$ cat src/rtl/reaction_responder_if.sv
// Button/LED handshake between the reaction-timer game and its automated player.
// master = player (drives btn), slave = game (drives the LEDs).
interface reaction_responder_if;
  logic btn;
  logic led_set;
  logic led_go;

  modport master (output btn, input led_set, input led_go);
  modport slave  (input btn, output led_set, output led_go);
endinterface

$ cat src/rtl/reaction_responder.sv
// Automated reaction-timer player: starts a trial, waits for "go", presses after react_ms ticks.
// Build option REACTION_RESPONDER_JITTER_EN adds LFSR jitter (0..15 ticks) to the reaction delay.
//
// state        | meaning
// IDLE         | waiting for enable with both LEDs dark
// START_PRESS  | holding btn to start a trial, watching for led_set
// WAIT_GO      | btn released, waiting for the led_go rise (bounded)
// REACT        | counting ticks of the latched reaction delay
// SCORE_PRESS  | holding btn to stop the timer, watching for led_go to drop
// DONE         | one-cycle trial completion
// ERROR        | protocol error, held until enable drops
module reaction_responder #(
  parameter int CLK_HZ        = 100_000_000,
  parameter int TICK_HZ       = 1000,
  parameter int DELAY_W       = 10,
  parameter int PRESS_TICKS   = 20,
  parameter int TIMEOUT_TICKS = 2000
) (
  input  logic                clk,
  input  logic                rst_n,
  input  logic                enable,
  input  logic [DELAY_W-1:0]  react_ms,
  reaction_responder_if.master game,
  output logic                busy,
  output logic                trial_done,
  output logic [7:0]          trial_count,
  output logic [DELAY_W-1:0]  latency_ms,
  output logic                err
);

  localparam int PRESC_N = CLK_HZ / TICK_HZ;
  localparam int PW      = (PRESC_N > 1) ? $clog2(PRESC_N) : 1;
  localparam int CW      = DELAY_W + 4;
  localparam logic [PW-1:0] PRESC_LAST = PW'(PRESC_N - 1);
  localparam logic [CW-1:0] PRESS_LAST = CW'(PRESS_TICKS - 1);
  localparam logic [CW-1:0] TO_LAST    = CW'(TIMEOUT_TICKS - 1);

  typedef enum logic [2:0] {
    S_IDLE,
    S_START_PRESS,
    S_WAIT_GO,
    S_REACT,
    S_SCORE_PRESS,
    S_DONE,
    S_ERROR
  } state_t;

  state_t             state_q, state_d;
  logic [PW-1:0]      presc_q;
  logic               tick;
  logic [CW-1:0]      cnt_q, cnt_d, cnt_inc, cnt_p1;
  logic [DELAY_W-1:0] delay_q, delay_d, eff_delay, lat_d;
  logic               btn_q, btn_d;
  logic               seen_q, seen_d;
  logic               set_q, go_q, go_rise;

  always_ff @(posedge clk or negedge rst_n) begin
    if (!rst_n) begin
      presc_q <= '0;
    end else if (presc_q == PRESC_LAST) begin
      presc_q <= '0;
    end else begin
      presc_q <= presc_q + 1'b1;
    end
  end

  assign tick    = (presc_q == PRESC_LAST);
  assign go_rise = game.led_go & ~go_q;
  assign cnt_p1  = cnt_q + 1'b1;
  assign cnt_inc = (tick && (cnt_q != '1)) ? cnt_p1 : cnt_q;

`ifdef REACTION_RESPONDER_JITTER_EN
  logic [15:0]      lfsr_q;
  logic [DELAY_W:0] jit_sum;

  always_ff @(posedge clk or negedge rst_n) begin
    if (!rst_n) begin
      lfsr_q <= 16'hACE1;
    end else if (state_q == S_DONE) begin
      lfsr_q <= {1'b0, lfsr_q[15:1]} ^ (lfsr_q[0] ? 16'hB400 : 16'h0000);
    end
  end

  assign jit_sum   = {1'b0, react_ms} + (DELAY_W+1)'(lfsr_q[3:0]);
  assign eff_delay = jit_sum[DELAY_W] ? '1 : jit_sum[DELAY_W-1:0];
`else
  assign eff_delay = react_ms;
`endif

  always_comb begin
    state_d = state_q;
    cnt_d   = cnt_q;
    btn_d   = btn_q;
    delay_d = delay_q;
    lat_d   = latency_ms;
    seen_d  = seen_q;
    case (state_q)
      S_IDLE: begin
        btn_d = 1'b0;
        if (enable && !game.led_set && !game.led_go) begin
          state_d = S_START_PRESS;
          cnt_d   = '0;
          btn_d   = 1'b1;
          seen_d  = 1'b0;
        end
      end
      S_START_PRESS: begin
        seen_d = seen_q | game.led_set;
        cnt_d  = cnt_inc;
        if (tick && cnt_q == PRESS_LAST) begin
          btn_d   = 1'b0;
          cnt_d   = '0;
          state_d = (seen_q | game.led_set) ? S_WAIT_GO : S_ERROR;
        end
      end
      S_WAIT_GO: begin
        cnt_d = cnt_inc;
        // a go rise beats a simultaneous set drop
        if (go_rise) begin
          delay_d = eff_delay;
          cnt_d   = '0;
          state_d = S_REACT;
        end else if (!game.led_set) begin
          state_d = S_ERROR;
        end else if (tick && cnt_q == TO_LAST) begin
          state_d = S_ERROR;
        end
      end
      S_REACT: begin
        cnt_d = cnt_inc;
        // fire on the tick that reaches the delay, or straight away for a zero delay
        if (cnt_q == {4'b0000, delay_q}) begin
          btn_d   = 1'b1;
          lat_d   = cnt_q[DELAY_W-1:0];
          cnt_d   = '0;
          seen_d  = 1'b0;
          state_d = S_SCORE_PRESS;
        end else if (tick && cnt_p1 == {4'b0000, delay_q}) begin
          btn_d   = 1'b1;
          lat_d   = cnt_p1[DELAY_W-1:0];
          cnt_d   = '0;
          seen_d  = 1'b0;
          state_d = S_SCORE_PRESS;
        end
      end
      S_SCORE_PRESS: begin
        seen_d = seen_q | ~game.led_go;
        cnt_d  = cnt_inc;
        if (tick && cnt_q == PRESS_LAST) begin
          btn_d   = 1'b0;
          cnt_d   = '0;
          state_d = (seen_q | ~game.led_go) ? S_DONE : S_ERROR;
        end
      end
      S_DONE: begin
        btn_d   = 1'b0;
        state_d = S_IDLE;
      end
      S_ERROR: begin
        btn_d = 1'b0;
        if (!enable) begin
          state_d = S_IDLE;
        end
      end
      default: begin
        btn_d   = 1'b0;
        state_d = S_IDLE;
      end
    endcase
  end

  always_ff @(posedge clk or negedge rst_n) begin
    if (!rst_n) begin
      state_q     <= S_IDLE;
      cnt_q       <= '0;
      delay_q     <= '0;
      btn_q       <= 1'b0;
      seen_q      <= 1'b0;
      set_q       <= 1'b0;
      go_q        <= 1'b0;
      busy        <= 1'b0;
      trial_done  <= 1'b0;
      trial_count <= '0;
      latency_ms  <= '0;
      err         <= 1'b0;
    end else begin
      state_q    <= state_d;
      cnt_q      <= cnt_d;
      delay_q    <= delay_d;
      btn_q      <= btn_d;
      seen_q     <= seen_d;
      set_q      <= game.led_set;
      go_q       <= game.led_go;
      latency_ms <= lat_d;
      // status flags decode the next state so they line up with state_q
      busy       <= (state_d != S_IDLE) && (state_d != S_ERROR);
      trial_done <= (state_d == S_DONE);
      err        <= (state_d == S_ERROR);
      if (state_d == S_DONE && trial_count != 8'hFF) begin
        trial_count <= trial_count + 1'b1;
      end
    end
  end

  assign game.btn = btn_q;

  // set_q is kept for symmetry with go_q; only the go edge drives a transition
  logic unused_set;
  assign unused_set = set_q;

endmodule

$ cat src/flat_wrapper.sv
// flat-port wrapper written by rule: the top's interface ports become plain ports
module reaction_responder_flat 
#(
  parameter int CLK_HZ        = 100_000_000,
  parameter int TICK_HZ       = 1000,
  parameter int DELAY_W       = 10,
  parameter int PRESS_TICKS   = 20,
  parameter int TIMEOUT_TICKS = 2000
)
  (clk, rst_n, enable, react_ms, busy, trial_done, trial_count, latency_ms, err, game_btn, game_led_set, game_led_go);
  reaction_responder_if game_i ();
  input  logic clk;
  input  logic rst_n;
  input  logic enable;
  input  logic [DELAY_W-1:0] react_ms;
  output logic busy;
  output logic trial_done;
  output logic [7:0] trial_count;
  output logic [DELAY_W-1:0] latency_ms;
  output logic err;
  output wire logic [$bits(game_i.btn)-1:0] game_btn;
  input wire logic [$bits(game_i.led_set)-1:0] game_led_set;
  input wire logic [$bits(game_i.led_go)-1:0] game_led_go;
  assign game_btn = game_i.btn;
  assign game_i.led_set = game_led_set;
  assign game_i.led_go = game_led_go;
  reaction_responder #(.CLK_HZ(CLK_HZ), .TICK_HZ(TICK_HZ), .DELAY_W(DELAY_W), .PRESS_TICKS(PRESS_TICKS), .TIMEOUT_TICKS(TIMEOUT_TICKS)) u_core (.clk(clk), .rst_n(rst_n), .enable(enable), .react_ms(react_ms), .game(game_i), .busy(busy), .trial_done(trial_done), .trial_count(trial_count), .latency_ms(latency_ms), .err(err));
endmodule
$ cat config.mk
export PLATFORM = sky130hd
export DESIGN_NAME = reaction_responder_flat
export DESIGN_NICKNAME = d
export VERILOG_FILES = /design/src/rtl/reaction_responder_if.sv /design/src/rtl/reaction_responder.sv /design/src/flat_wrapper.sv
export SDC_FILE = /design/constraint.sdc
export NUM_CORES = 1
export LEC_CHECK = 0
export CORE_ASPECT_RATIO = 1.75
export CORE_UTILIZATION = 62
export DETAILED_ROUTE_END_ITERATION = 16
export GPL_ROUTABILITY_DRIVEN = 0
export PLACE_DENSITY = 0.91
export SYNTH_ARGS = -nofsm -noshare
export SYNTH_HDL_FRONTEND = slang
export SYNTH_SLANG_ARGS = --single-unit
$ cat constraint.sdc
create_clock -name clk -period 7.22 [get_ports clk]
set_clock_uncertainty 0.05 [all_clocks]
set_input_delay 0.722 -clock clk [delete_from_list [all_inputs] [get_ports clk]]
set_output_delay 0.722 -clock clk [all_outputs]
set_load 0.02 [all_outputs]
==> images/m3.png <==
The bar under the picture is 20 um long.
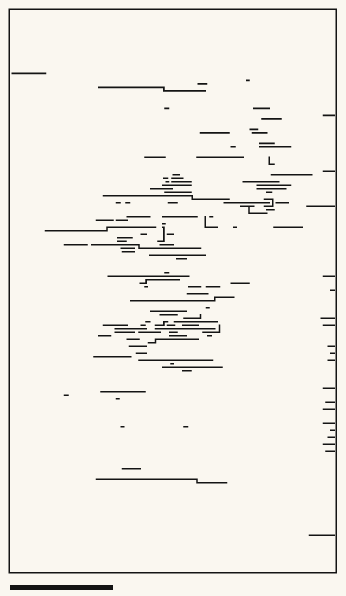
- nets with wire on the layer: 82
- longest straight run: 19.6 um
- main direction: horizontal
- share of all routed wire: 5.8%
final WL: 9.37 mm
met3 global-route usage: 0.0868
DR vias: 3364

==> images/layers.png <==
The bar under the picture is 20 um long.
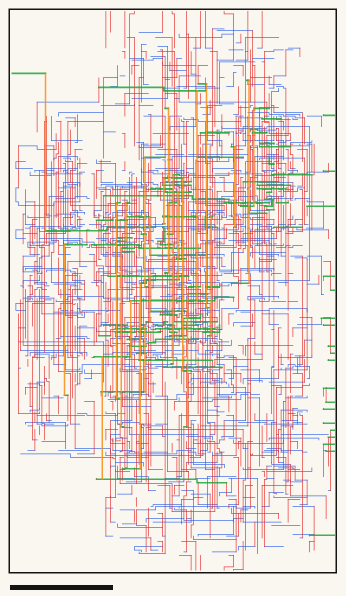
- M3: green (wire length 541 um)
- M4: orange (wire length 598 um)
- M1: blue (wire length 3250 um)
- M2: red (wire length 4980 um)
GRT Util Overall: 0.305
WL/cell: 18.1 um

==> images/sizing.png <==
The bar under the picture is 20 um long.
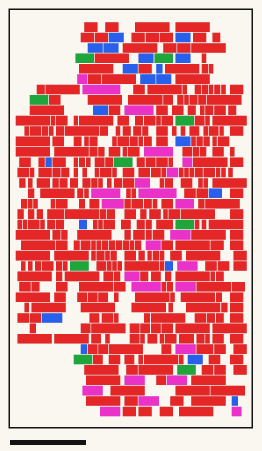
- x3 and x4: magenta (cells 24; most used mux2_4)
- x6 and larger: green (cells 9; most used clkbuf_8)
- x2: blue (cells 20; most used mux2_2)
- x1 and smaller: red (cells 384; most used dfrtp_1)
Non-CTS buffers: 37
Setup WS post-layout: 3.63 ns
P&R area growth vs syn: 11.6%
Finished Cell Area: 4550 um2

==> flow_metrics.tcl <==
# yosys + openroad results
set metrics [dict create \
    grt_max_degree 69 \
    cts_setup_buffers 0 \
    synth_warnings 0 \
    drive_gt1_frac 0.121 \
    max-slew-margin-rel 0.357 \
    hpwl_mm 6.89 \
    top_usage_layer "met2" \
    top_power_group "sequential cells" \
    worstPathCellList "ha_1, a21oi_1, o311ai_0, o41ai_1, a31oi_1, a2111oi_4, o31ai_4, nand2_1, o31ai_1" \
    outcome "completed" \
    fin_crit_ns 3.59 \
    port_buffers 36 \
    htreeDepth 3 \
    ys_area_um2 4070 \
    cts_resized 0 \
    worstSetupPathType "register to register" \
    ys_top_logic_family "simple AND/OR/NAND/NOR gates" \
    drtAntennaViolNets 0 \
    instances_no_fill 517 \
    numCtsBuffers 9 \
    logic_area_um2 2190 \
    grt_pass1_vias 3310 \
    ys_sh_adder 0.00922 \
    p_comb_w 0.000159 \
    drtIter0Drc 289 \
    worst_skew_pair.late_latency_ns 0.35 \
    synth_flops 68 \
    cts_tree "done" \
    p_switching_w 0.000265 \
    p_seq_w 0.000421 \
    simple_gate_share 0.220 \
    num_antenna_cells 0 \
    rows 38 \
    grt_setup_unrepaired "no" \
    synth_cell_types 63 \
]
==> synthesized netlist by cell type, drive strengths merged, types with 2 or more instances <==
| cell | instances |
|---|---|
| a211oi | 4 |
| a21boi | 4 |
| a21oi | 9 |
| a22oi | 8 |
| a31oi | 7 |
| a41oi | 2 |
| and2 | 4 |
| and3 | 8 |
| and4 | 4 |
| buf | 16 |
| clkbuf | 7 |
| dfrtp | 68 |
| ha | 3 |
| inv | 9 |
| mux2 | 22 |
| nand2 | 35 |
| nand2b | 3 |
| nand3 | 21 |
| nand4 | 9 |
| nor2 | 43 |
| nor3 | 8 |
| nor4 | 5 |
| nor4b | 3 |
| nor4bb | 2 |
| o21a | 5 |
| o21ai | 14 |
| o22a | 2 |
| o22ai | 2 |
| o31ai | 9 |
| o32ai | 3 |
| or2 | 3 |
| or3 | 6 |
| xnor2 | 23 |
| xor2 | 25 |
==> area by class of cell <==
| type | instances | area share |
|---|---|---|
| sequential | 68 | 0.374 |
| clock buffer | 10 | 0.0281 |
| multi-input combinational | 307 | 0.481 |
| clock inverter | 5 | 0.00660 |
| timing repair buffer | 37 | 0.0798 |
| tap | 80 | 0.0220 |
| inverter | 10 | 0.00826 |
==> state kept, by name, indices dropped and copies added (netlist names) <==
name	cells
u_core.latency_ms	10
u_core.err	1
u_core.presc_q	17
u_core.delay_q	10
u_core.cnt_q	14
u_core.busy	1
u_core.trial_count	8
u_core.go_q	1
u_core.seen_q	1
u_core.trial_done	1
u_core.game.btn	1
u_core.state_q	3
==> worst reg2reg max path, cell delays in order, from the launching register on <==
cell and delay [ns]:
dfrtp_1 0.53, ha_1 0.49, a21oi_1 0.15, o311ai_0 0.41
o41ai_1 0.14, a31oi_1 0.25, a2111oi_4 0.10, o31ai_4 0.62
nand2_1 0.41, o31ai_1 0.33
